==> config.mk <==
export PLATFORM = sky130hd
export DESIGN_NAME = hazard_scoreboard
export DESIGN_NICKNAME = d
export VERILOG_FILES = /design/src/rtl/hazard_scoreboard.sv
export SDC_FILE = /design/constraint.sdc
export NUM_CORES = 1
export LEC_CHECK = 0
export CAP_MARGIN = 20
export CORE_MARGIN = 3
export CORE_UTILIZATION = 42
export DETAILED_ROUTE_END_ITERATION = 12
export PLACE_DENSITY = 0.9
export SYNTH_ARGS = -nofsm -noshare
export SYNTH_HDL_FRONTEND = slang
export SYNTH_SLANG_ARGS = --single-unit
==> constraint.sdc <==
create_clock -name clk -period 2.8 [get_ports clk]
set_clock_uncertainty 0.2 [all_clocks]
set_input_delay 0.84 -clock clk [delete_from_list [all_inputs] [get_ports clk]]
set_output_delay 0.84 -clock clk [all_outputs]
set_load 0.02 [all_outputs]
==> src/rtl/hazard_scoreboard.sv <==
// Pipeline hazard scoreboard: load-use bubbles, branch flushes,
// memory freeze, link-aware operand forwarding and stall counting.
module hazard_scoreboard #(
  parameter int REG_AW     = 4,
  parameter int LOAD_LAT   = 1,
  parameter int LINK_REG   = 14,
  parameter int LINK_BLOCK = 2
) (
  input  logic              clk,
  input  logic              reset,
  input  logic [REG_AW-1:0] RA1D,
  input  logic [REG_AW-1:0] RA2D,
  input  logic [REG_AW-1:0] RA1E,
  input  logic [REG_AW-1:0] RA2E,
  input  logic [REG_AW-1:0] WA3E,
  input  logic [REG_AW-1:0] WA3M,
  input  logic [REG_AW-1:0] WA3W,
  input  logic              MemtoRegE,
  input  logic              RegWriteM,
  input  logic              RegWriteW,
  input  logic              isBLE,
  input  logic              WLinkM,
  input  logic              WLinkW,
  input  logic              PCSrcD,
  input  logic              PCSrcE,
  input  logic              PCSrcM,
  input  logic              PCSrcW,
  input  logic              BranchTakenE,
  input  logic              MemBusyM,
  input  logic              ClrCount,
  output logic              StallF,
  output logic              StallD,
  output logic              StallE,
  output logic              StallM,
  output logic              FlushD,
  output logic              FlushE,
  output logic [1:0]        ForwardAE,
  output logic [1:0]        ForwardBE,
  output logic              FwdLinkAM,
  output logic              FwdLinkBM,
  output logic              LdStallActive,
  output logic [15:0]       StallCount
);

  localparam logic [0:0] IDLE    = 1'b0;
  localparam logic [0:0] LDSTALL = 1'b1;
  localparam logic [1:0] CNT_INIT = 2'(LOAD_LAT - 2);
  localparam logic [REG_AW-1:0] LINK_A = REG_AW'(LINK_REG);

  logic [0:0]            state;
  logic [1:0]            cnt;
  logic [LINK_BLOCK-1:0] lsr;
  logic                  freeze;
  logic                  ldHit;
  logic                  pcPend;
  logic                  ldStall;
  logic                  linkBlk;
  logic                  stallFRaw;

  assign freeze  = MemBusyM;
  assign ldHit   = MemtoRegE & ((RA1D == WA3E) | (RA2D == WA3E));
  assign pcPend  = PCSrcD | PCSrcE | PCSrcM;
  assign ldStall = (ldHit & (state == IDLE)) | (state == LDSTALL);
  assign linkBlk = |lsr;
  assign stallFRaw = ldStall | pcPend;
  assign LdStallActive = (state == LDSTALL);

  always_ff @(posedge clk or posedge reset) begin
    if (reset) begin
      state <= IDLE;
      cnt   <= '0;
      lsr   <= '0;
    end else if (!freeze) begin
      lsr <= (lsr << 1) | LINK_BLOCK'(isBLE);
      unique case (state)
        IDLE: begin
          if (ldHit && !BranchTakenE && LOAD_LAT > 1) begin
            state <= LDSTALL;
            cnt   <= CNT_INIT;
          end
        end
        default: begin
          if (BranchTakenE) begin
            state <= IDLE;
            cnt   <= '0;
          end else if (cnt == 2'd0) begin
            state <= IDLE;
          end else begin
            cnt <= cnt - 2'd1;
          end
        end
      endcase
    end
  end

  // Clear wins even while the pipeline is frozen.
  always_ff @(posedge clk or posedge reset) begin
    if (reset) begin
      StallCount <= '0;
    end else if (ClrCount) begin
      StallCount <= '0;
    end else if (!freeze && stallFRaw &&
                 StallCount != 16'hFFFF) begin
      StallCount <= StallCount + 16'd1;
    end
  end

  always_comb begin
    StallF = stallFRaw;
    StallD = ldStall & ~BranchTakenE;
    StallE = 1'b0;
    StallM = 1'b0;
    FlushD = pcPend | PCSrcW | BranchTakenE;
    FlushE = ldStall | BranchTakenE;
    if (freeze) begin
      StallF = 1'b1;
      StallD = 1'b1;
      StallE = 1'b1;
      StallM = 1'b1;
      FlushD = 1'b0;
      FlushE = 1'b0;
    end
  end

  function automatic logic [1:0] fwdSel(
    input logic [REG_AW-1:0] ra
  );
    logic fm, fw, lm, lw;
    fm = (ra == WA3M) & RegWriteM & ~linkBlk;
    fw = (ra == WA3W) & RegWriteW & ~linkBlk;
    lm = WLinkM & RegWriteM & (ra == LINK_A);
    lw = WLinkW & RegWriteW & (ra == LINK_A);
    if (fm)           return 2'b10;
    else if (fw)      return 2'b01;
    else if (lm | lw) return 2'b11;
    else              return 2'b00;
  endfunction

  assign ForwardAE = fwdSel(RA1E);
  assign ForwardBE = fwdSel(RA2E);
  assign FwdLinkAM = WLinkM & RegWriteM & (RA1E == LINK_A);
  assign FwdLinkBM = WLinkM & RegWriteM & (RA2E == LINK_A);

endmodule

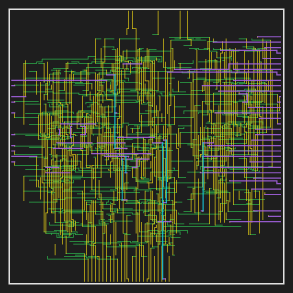
wires.png
Scale: 4 px per um.
Green shows metal 1, wire length 2,150 um. Cyan shows metal 4, wire length 99.3 um. Yellow shows metal 2, wire length 3,090 um. Purple shows metal 3, wire length 516 um.
vias: 1,918
Tot GR Track Use: 24.1%
post-DR wirelength/cell: 17.5 um
final wirelength: 5.86 mm

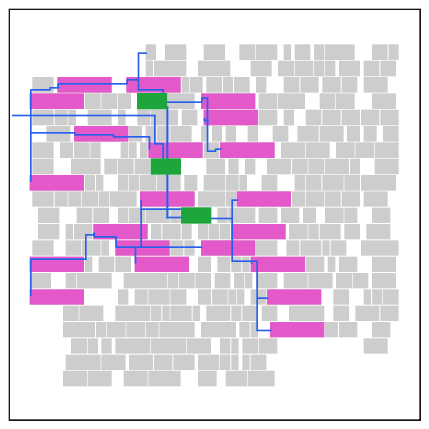
clk_routes.png
Scale: 6 px per um.
Blue shows clock wires, length 255 um. Green shows clock drivers, count 3. Magenta shows flip-flops, count 21.
There are 4 routed clock nets.
Power Clock: 201 uW
clk_lat worst skew: 0.26 ns
clock group share of total power: 26.5%

==> summary.txt <==
run metrics: post-route worst setup slack=-0.308 ns, largest net degree at the start of global routing=29, fin cells=335, routability cong.=0.838, Worst R2R Setup Slack=0.43 ns, Seq pwr share=41.5%, vias per cell=5.73, Post-Syn Nets=231, Core Area=3520 um2, status=finished with violations, CTS max path bufs=2, ANT cells=0, H-tree depth=1, dpl cells=327, Worst Hold Launch=cnt[1], cells along the critical path=buf_6, xor2_1, nor4_1, nand3_1, buf_4, a32oi_2, buf_4, Seq share, synth=32.3%, Slew Limit Headroom=64.5%, worst IR drop on VDD=237 uV, Boundary Pins=72, Synth top area share=32.3%, DRC viols=0, clock root buffer=clkbuf_8, Die Y=68.2 um, worst hold path type=register to register, hpwl dp=3.97 mm, Internal Dissipation=540 uW, Ys Warns=0, clk slew on worst S/H paths=0.08 ns, Die Wd=68.2 um, max frequency=322 MHz, Core Util, Final=78.5%, synthesized chip area reported by yosys=1630 um2, drt pass-1 iters=4, Synth Register Bits=21, hold-critical path depth=2, failing checks=setup timing, Layout Nets=335, OpenROAD warnings=28, Final period util=111%, CP Launch Type=input pin, Final Critical Period=3.11 ns, crit path max fanout=2, final setup violation count=4, hold endpoint=cnt[1], post-cts hold buffer count=0, CTS tree=yes, Leakage Power=1.22 nW, final setup TNS=-0.700 ns, Worst Reg-to-Reg Cells=7
stage by stage:
step                instance area, um2  hold slack, ns
floorplan                         1630           0.250
global placement                  2590           0.270
detailed placement                2590           0.290
CTS                               2610           0.308
global route                      2760           0.328
finish                            2760           0.302
state kept, by name, summed over array words and instances (netlist names):
register / count
LdStallActive: 1
StallCount: 16
cnt: 2
lsr: 2
timing repair:
| action | CTS | global route |
|---|---|---|
| gates resized | 183 | 38 |
| buffers inserted | 3 | 1 |
| endpoints found under the setup margin | 12 | 10 |
| pin swaps | 28 | 16 |
worst max-delay path by stage:
stage,from,to,slack (ns),cells after the start
6_report,RA1E[1],ForwardAE[0],-0.31,7
3_5_place_dp,WA3W[0],ForwardAE[1],-0.99,7
2_1_floorplan,WA3W[0],ForwardAE[0],0.02,4
5_1_grt,RA1E[1],ForwardAE[1],-0.30,7
4_1_cts,RA1E[1],ForwardAE[1],-0.20,7
3_3_place_gp,WA3W[0],ForwardAE[1],-0.95,7
tightest hold or removal path: stages, from the launching register on:
cell and delay (ns):
dfrtp_1 0.36, nand2_1 0.05, o21ai_0 0.06
power by group through the flow:
stage	logic (mW)	registers [mW]	clock network (mW)
4_1_cts	0.216	0.314	0.201
6_report	0.242	0.314	0.201
3_3_place_gp	0.217	0.319	0
3_5_place_dp	0.222	0.321	0
5_1_grt	0.258	0.315	0.216
2_1_floorplan	0.0867	0.322	0
cells by family after synthesis:
family | after synthesis | share of synthesized area [%]
AND/OR/NAND/NOR | 78 | 28.5
flip-flops | 21 | 32.3
multiplexers | 6 | 4.62
AND-OR/OR-AND | 39 | 14.5
XOR/XNOR | 24 | 12.9
buffers and inverters | 16 | 5.62
adder cells (fa/ha/maj) | 2 | 1.54
routing by layer:
layer  track usage (%)  part of all wire (%)
met5                 0                     0
met3              5.75                   8.8
met2              46.0                    53
met4              6.95                   1.7
met1              26.0                    37
placed cells by master, fill, tap and decap left out, types with 8 or more instances in the layout:
cell,synthesis,final
xor2_1,13,12
buf_6,0,21
a21oi_1,17,14
dlygate4sd2_1,0,8
buf_2,3,10
nand3_1,9,9
o21ai_0,8,8
nor2_1,12,11
nand2_1,12,9
clkdlybuf4s50_1,0,23
buf_4,3,37
dfrtp_1,21,21
layout make-up:
| class | instances | area [um2] |
|---|---|---|
| multi-input combinational | 149 | 1140 |
| inverter | 7 | 26.3 |
| fill | 235 | 758 |
| clock buffer | 3 | 41.3 |
| timing repair buffer | 108 | 963 |
| sequential | 21 | 526 |
| tap | 46 | 57.6 |
| clock inverter | 1 | 5.00 |
Power is estimated from default activity; no workload was simulated.
